===== src/rtl/rrf_alloc_if.sv =====
// Rename-register-file allocator bus.
// Groups the dispatch requests, commit enables, flush, and the allocator
// results into one bundle.
//   master : dispatch/commit side. Drives the requests and reads the grants.
//   slave  : the allocator (rrf_alloc_ctrl).
// Handshake: a dispatch slot raises dp_reqN_i. The tag on rrftagN_o belongs to
// that slot only when alloc_enN_o is high in the same cycle, which means zero
// latency. There is no retry state inside the allocator. If stall_o is high,
// nothing is granted, and the requester holds or re-presents its request on a
// later cycle. com_en2_i only has meaning together with com_en1_i.
// state_o exposes the allocator state: 0 = RUN, 1 = RECOVER.
interface rrf_alloc_if #(
    parameter int RRF_SEL = 6
);
    logic               dp_req1_i;
    logic               dp_req2_i;
    logic               com_en1_i;
    logic               com_en2_i;
    logic               flush_i;
    logic               stall_o;
    logic [RRF_SEL-1:0] rrftag1_o;
    logic [RRF_SEL-1:0] rrftag2_o;
    logic               alloc_en1_o;
    logic               alloc_en2_o;
    logic [RRF_SEL-1:0] rrfptr_o;
    logic [RRF_SEL-1:0] comptr_o;
    logic [RRF_SEL:0]   freenum_o;
    logic               state_o;

    modport master (
        output dp_req1_i, dp_req2_i, com_en1_i, com_en2_i, flush_i,
        input  stall_o, rrftag1_o, rrftag2_o, alloc_en1_o, alloc_en2_o,
               rrfptr_o, comptr_o, freenum_o, state_o
    );

    modport slave (
        input  dp_req1_i, dp_req2_i, com_en1_i, com_en2_i, flush_i,
        output stall_o, rrftag1_o, rrftag2_o, alloc_en1_o, alloc_en2_o,
               rrfptr_o, comptr_o, freenum_o, state_o
    );
endinterface


===== src/rtl/rrf_alloc_ctrl.sv =====
// Rename-register-file tag allocator.
// The entries form a circular FIFO. The tail pointer (rrfptr) hands out up to
// two tags per cycle. The head pointer (comptr) retires up to two tags per
// cycle. A flush discards every uncommitted tag by pulling the tail back to
// the head. After a flush, the allocator spends one RECOVER cycle in which it
// refuses all allocation.
// Ports:
//   clk_i   : clock. All state changes on the rising edge.
//   reset_i : synchronous, active-high reset.
//   bus     : rrf_alloc_if slave. Carries the requests, commits, flush,
//             tags, grants, pointers, free count and state.
module rrf_alloc_ctrl #(
    parameter int RRF_SEL = 6,
    parameter int RRF_NUM = 64
) (
    input  logic       clk_i,
    input  logic       reset_i,
    rrf_alloc_if.slave bus
);
    localparam int W = RRF_SEL;
    localparam logic [W:0] NUM_W = (W+1)'(RRF_NUM);

    typedef enum logic {
        RUN     = 1'b0,
        RECOVER = 1'b1
    } state_t;

    state_t       state;
    logic [W-1:0] rrfptr;
    logic [W-1:0] comptr;
    logic [W:0]   freenum;

    logic [1:0]   reqcnt;
    logic [1:0]   grantcnt;
    logic [1:0]   comcnt_raw;
    logic [1:0]   comcnt;
    logic [W:0]   inflight;
    logic         stall;
    logic         alloc1;
    logic         alloc2;
    logic [W-1:0] comptr_nxt;

    always_comb begin
        reqcnt   = {1'b0, bus.dp_req1_i} + {1'b0, bus.dp_req2_i};
        // The free check uses the pre-commit count. Entries freed this cycle
        // only become allocatable on the next cycle.
        stall    = ({{(W-1){1'b0}}, reqcnt} > freenum)
                   || (state == RECOVER) || bus.flush_i;
        alloc1   = bus.dp_req1_i & ~stall;
        alloc2   = bus.dp_req2_i & ~stall;
        grantcnt = {1'b0, alloc1} + {1'b0, alloc2};

        // A second commit without a first one is meaningless and is dropped.
        comcnt_raw = bus.com_en1_i ? (2'd1 + {1'b0, bus.com_en2_i}) : 2'd0;
        inflight   = NUM_W - freenum;
        // Never retire more entries than are actually in flight.
        if ({{(W-1){1'b0}}, comcnt_raw} > inflight) begin
            comcnt = inflight[1:0];
        end else begin
            comcnt = comcnt_raw;
        end
        comptr_nxt = comptr + W'(comcnt);
    end

    always_ff @(posedge clk_i) begin
        if (reset_i) begin
            state   <= RUN;
            rrfptr  <= '0;
            comptr  <= '0;
            freenum <= NUM_W;
        end else begin
            comptr <= comptr_nxt;
            if (bus.flush_i) begin
                // Squash everything that has not committed. Commits in this
                // cycle still count, so the tail snaps to the new head.
                state   <= RECOVER;
                rrfptr  <= comptr_nxt;
                freenum <= NUM_W;
            end else begin
                state   <= RUN;
                rrfptr  <= rrfptr + W'(grantcnt);
                freenum <= freenum - (W+1)'(grantcnt) + (W+1)'(comcnt);
            end
        end
    end

    assign bus.stall_o     = stall;
    assign bus.alloc_en1_o = alloc1;
    assign bus.alloc_en2_o = alloc2;
    assign bus.rrftag1_o   = rrfptr;
    assign bus.rrftag2_o   = rrfptr + W'(bus.dp_req1_i);
    assign bus.rrfptr_o    = rrfptr;
    assign bus.comptr_o    = comptr;
    assign bus.freenum_o   = freenum;
    assign bus.state_o     = (state == RECOVER);
endmodule


===== src/flat_wrapper.sv =====
// flat-port wrapper written by rule: the top's interface ports become plain ports
module rrf_alloc_ctrl_flat 
#(
    parameter int RRF_SEL = 6,
    parameter int RRF_NUM = 64
)
  (clk_i, reset_i, bus_dp_req1_i, bus_dp_req2_i, bus_com_en1_i, bus_com_en2_i, bus_flush_i, bus_stall_o, bus_rrftag1_o, bus_rrftag2_o, bus_alloc_en1_o, bus_alloc_en2_o, bus_rrfptr_o, bus_comptr_o, bus_freenum_o, bus_state_o);
  rrf_alloc_if #(.RRF_SEL(RRF_SEL)) bus_i ();
  input  logic clk_i;
  input  logic reset_i;
  input wire logic [$bits(bus_i.dp_req1_i)-1:0] bus_dp_req1_i;
  input wire logic [$bits(bus_i.dp_req2_i)-1:0] bus_dp_req2_i;
  input wire logic [$bits(bus_i.com_en1_i)-1:0] bus_com_en1_i;
  input wire logic [$bits(bus_i.com_en2_i)-1:0] bus_com_en2_i;
  input wire logic [$bits(bus_i.flush_i)-1:0] bus_flush_i;
  output wire logic [$bits(bus_i.stall_o)-1:0] bus_stall_o;
  output wire logic [$bits(bus_i.rrftag1_o)-1:0] bus_rrftag1_o;
  output wire logic [$bits(bus_i.rrftag2_o)-1:0] bus_rrftag2_o;
  output wire logic [$bits(bus_i.alloc_en1_o)-1:0] bus_alloc_en1_o;
  output wire logic [$bits(bus_i.alloc_en2_o)-1:0] bus_alloc_en2_o;
  output wire logic [$bits(bus_i.rrfptr_o)-1:0] bus_rrfptr_o;
  output wire logic [$bits(bus_i.comptr_o)-1:0] bus_comptr_o;
  output wire logic [$bits(bus_i.freenum_o)-1:0] bus_freenum_o;
  output wire logic [$bits(bus_i.state_o)-1:0] bus_state_o;
  assign bus_i.dp_req1_i = bus_dp_req1_i;
  assign bus_i.dp_req2_i = bus_dp_req2_i;
  assign bus_i.com_en1_i = bus_com_en1_i;
  assign bus_i.com_en2_i = bus_com_en2_i;
  assign bus_i.flush_i = bus_flush_i;
  assign bus_stall_o = bus_i.stall_o;
  assign bus_rrftag1_o = bus_i.rrftag1_o;
  assign bus_rrftag2_o = bus_i.rrftag2_o;
  assign bus_alloc_en1_o = bus_i.alloc_en1_o;
  assign bus_alloc_en2_o = bus_i.alloc_en2_o;
  assign bus_rrfptr_o = bus_i.rrfptr_o;
  assign bus_comptr_o = bus_i.comptr_o;
  assign bus_freenum_o = bus_i.freenum_o;
  assign bus_state_o = bus_i.state_o;
  rrf_alloc_ctrl #(.RRF_SEL(RRF_SEL), .RRF_NUM(RRF_NUM)) u_core (.clk_i(clk_i), .reset_i(reset_i), .bus(bus_i));
endmodule

===== config.mk =====
export PLATFORM = sky130hd
export DESIGN_NAME = rrf_alloc_ctrl_flat
export DESIGN_NICKNAME = d
export VERILOG_FILES = /design/src/rtl/rrf_alloc_if.sv /design/src/rtl/rrf_alloc_ctrl.sv /design/src/flat_wrapper.sv
export SDC_FILE = /design/constraint.sdc
export NUM_CORES = 1
export LEC_CHECK = 0
export CAP_MARGIN = 5
export CELL_PAD_IN_SITES_DETAIL_PLACEMENT = 0
export CELL_PAD_IN_SITES_GLOBAL_PLACEMENT = 2
export CORE_MARGIN = 1
export CORE_UTILIZATION = 26
export DETAILED_ROUTE_END_ITERATION = 7
export HOLD_SLACK_MARGIN = 0.02
export PLACE_DENSITY = 0.79
export SLEW_MARGIN = 0
export SYNTH_ARGS = -nofsm -noshare
export SYNTH_HDL_FRONTEND = slang
export SYNTH_SLANG_ARGS = --single-unit

===== constraint.sdc =====
create_clock -name clk_i -period 3.47 [get_ports clk_i]
set_clock_uncertainty 0.2 [all_clocks]
set_input_delay 0.694 -clock clk_i [delete_from_list [all_inputs] [get_ports clk_i]]
set_output_delay 0.694 -clock clk_i [all_outputs]
set_load 0.005 [all_outputs]

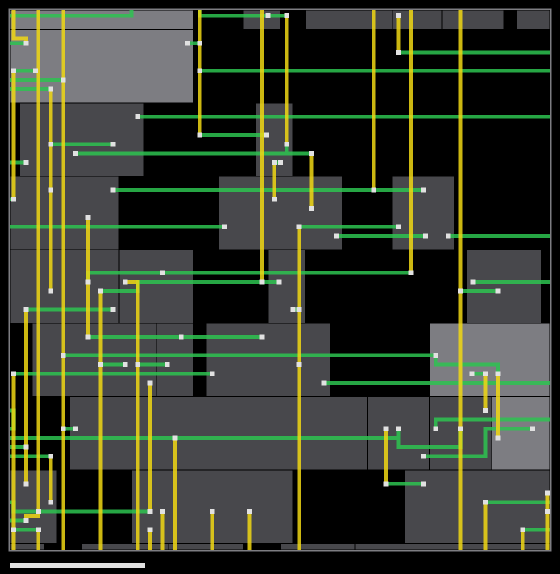
**Above:** run 1 (zoomed window).
Bar = 5 µm. Window x 30 to 50, y 46 to 66 µm. Cells in gray, sequential cells in the stronger gray; small squares are vias.
color	layer
yellow	M2
green	M1
netlist names of flops here include	`u_core.bus.freenum_o` (2)
most frequent	ha_1 (6), inv_1 (3)
cells with their middle in the window	20
sequential cells in the window	2

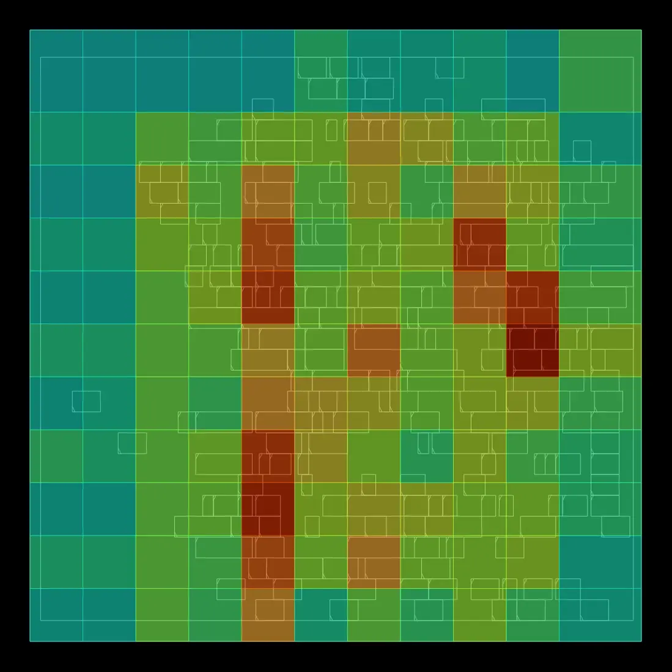
**Above:** run 1 (congestion heat map).
Routed WL per cell: 12.46 µm
GRT Resource Usage Total: 12.48%
GR Util met3: 1.029%

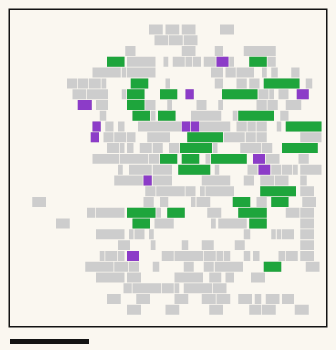
**Above:** run 1 (gate-type map).
Bar = 20 µm.
color	family	cells
green	fa/ha/maj cells	28
purple	and/or cells	12
multi-input combinational area share: 49.90%
non-filler instance count after layout: 302
Top cell excl fill/tap: clkdlybuf4s50_1

==> out/metrics.yaml, run 1 <==
slew_viol_final: 0
power_per_cell_area_nw_per_um2: 592.9
rows: 27
ant_nets: 0
synth.cell_area_um2: 1570
vdd_drop_max_uv: 223.0
final-nonclk-buf-share_pct: 24.33
setup_ws_ns: -0.08283
ff_latch_area_um2: 402.9
tool_warnings: 32
status: "finished, violations left"
synthCells: 171
violations: "setup timing"
finalInstanceArea_um2: 2432
drc: 0
grtUsageMet2_pct: 20.09
first_iter_violations: 52
min_period_over_period_pct: 102.4
setup-violations-final: 4
inv_count: 16
grt_pass1_wl_um: 6292
p_leak_nw: 1.011
worstPathMaxFanout: 3
power_leader: "combinational logic"
post_dp_cell_area_um2: 2195
root_buffer: "clkbuf_8"
p_int_w: 0.0009157
hold_viol_final: 0
dieHeight_um: 79.72
crit_family: "adder cells"
crit_path_frequent_cell: "ha_4"
**Run 1: sequential cells grouped by signal name**

Bar = 20 µm.
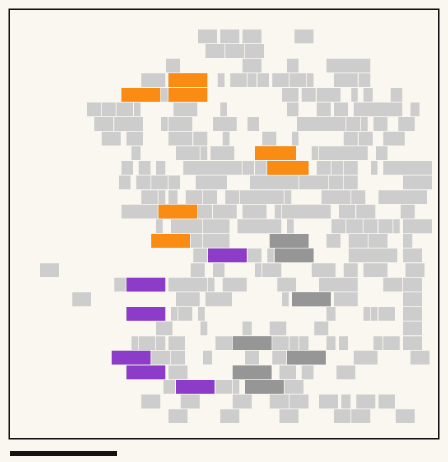

==> run 2: changes to the inputs <==
--- a/config.mk
+++ b/config.mk
@@ -8,6 +8,7 @@
 export CAP_MARGIN = 5
 export CELL_PAD_IN_SITES_DETAIL_PLACEMENT = 0
 export CELL_PAD_IN_SITES_GLOBAL_PLACEMENT = 2
+export CORE_ASPECT_RATIO = 1.2
 export CORE_MARGIN = 1
 export CORE_UTILIZATION = 26
 export DETAILED_ROUTE_END_ITERATION = 7
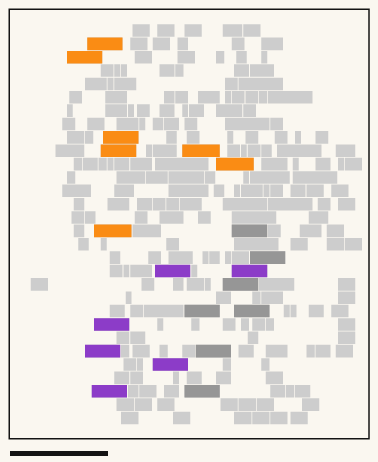
**Above:** run 2 (sequential cells grouped by signal name).
Bar = 20 µm.
color	name in the netlist	placed flops
orange	`u_core.bus.freenum_o`	7
purple	`u_core.bus.comptr_o`	6
not colored	7

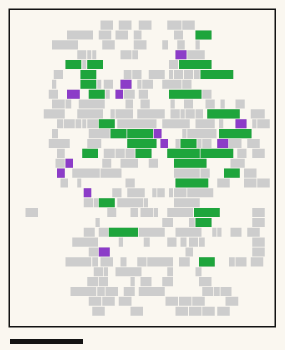
**Above:** run 2 (gate-type map).
Bar = 20 µm.
color	family	cells
purple	and/or cells	12
green	fa/ha/maj cells	28

==> out/metrics.yaml, run 2 <==
status: "finished, violations left"
violations: "setup timing"
slew_viol_final: 0
crit_family: "adder cells"
setup_ws_ns: -0.05489
first_iter_violations: 19
inv_count: 16
final_cells: 312
finalInstanceArea_um2: 2471
min_period_over_period_pct: 101.6
dieHeight_um: 87.13
grt_pass1_wl_um: 6237
routedWlPerCell_um: 12.01
tool_warnings: 32
post_dp_cell_area_um2: 2205
setup-violations-final: 4
power_per_cell_area_nw_per_um2: 589.4
grtUsageMet2_pct: 21.58
drc: 0
hold_viol_final: 0
ant_nets: 0
ff_latch_area_um2: 404.1
rows: 30
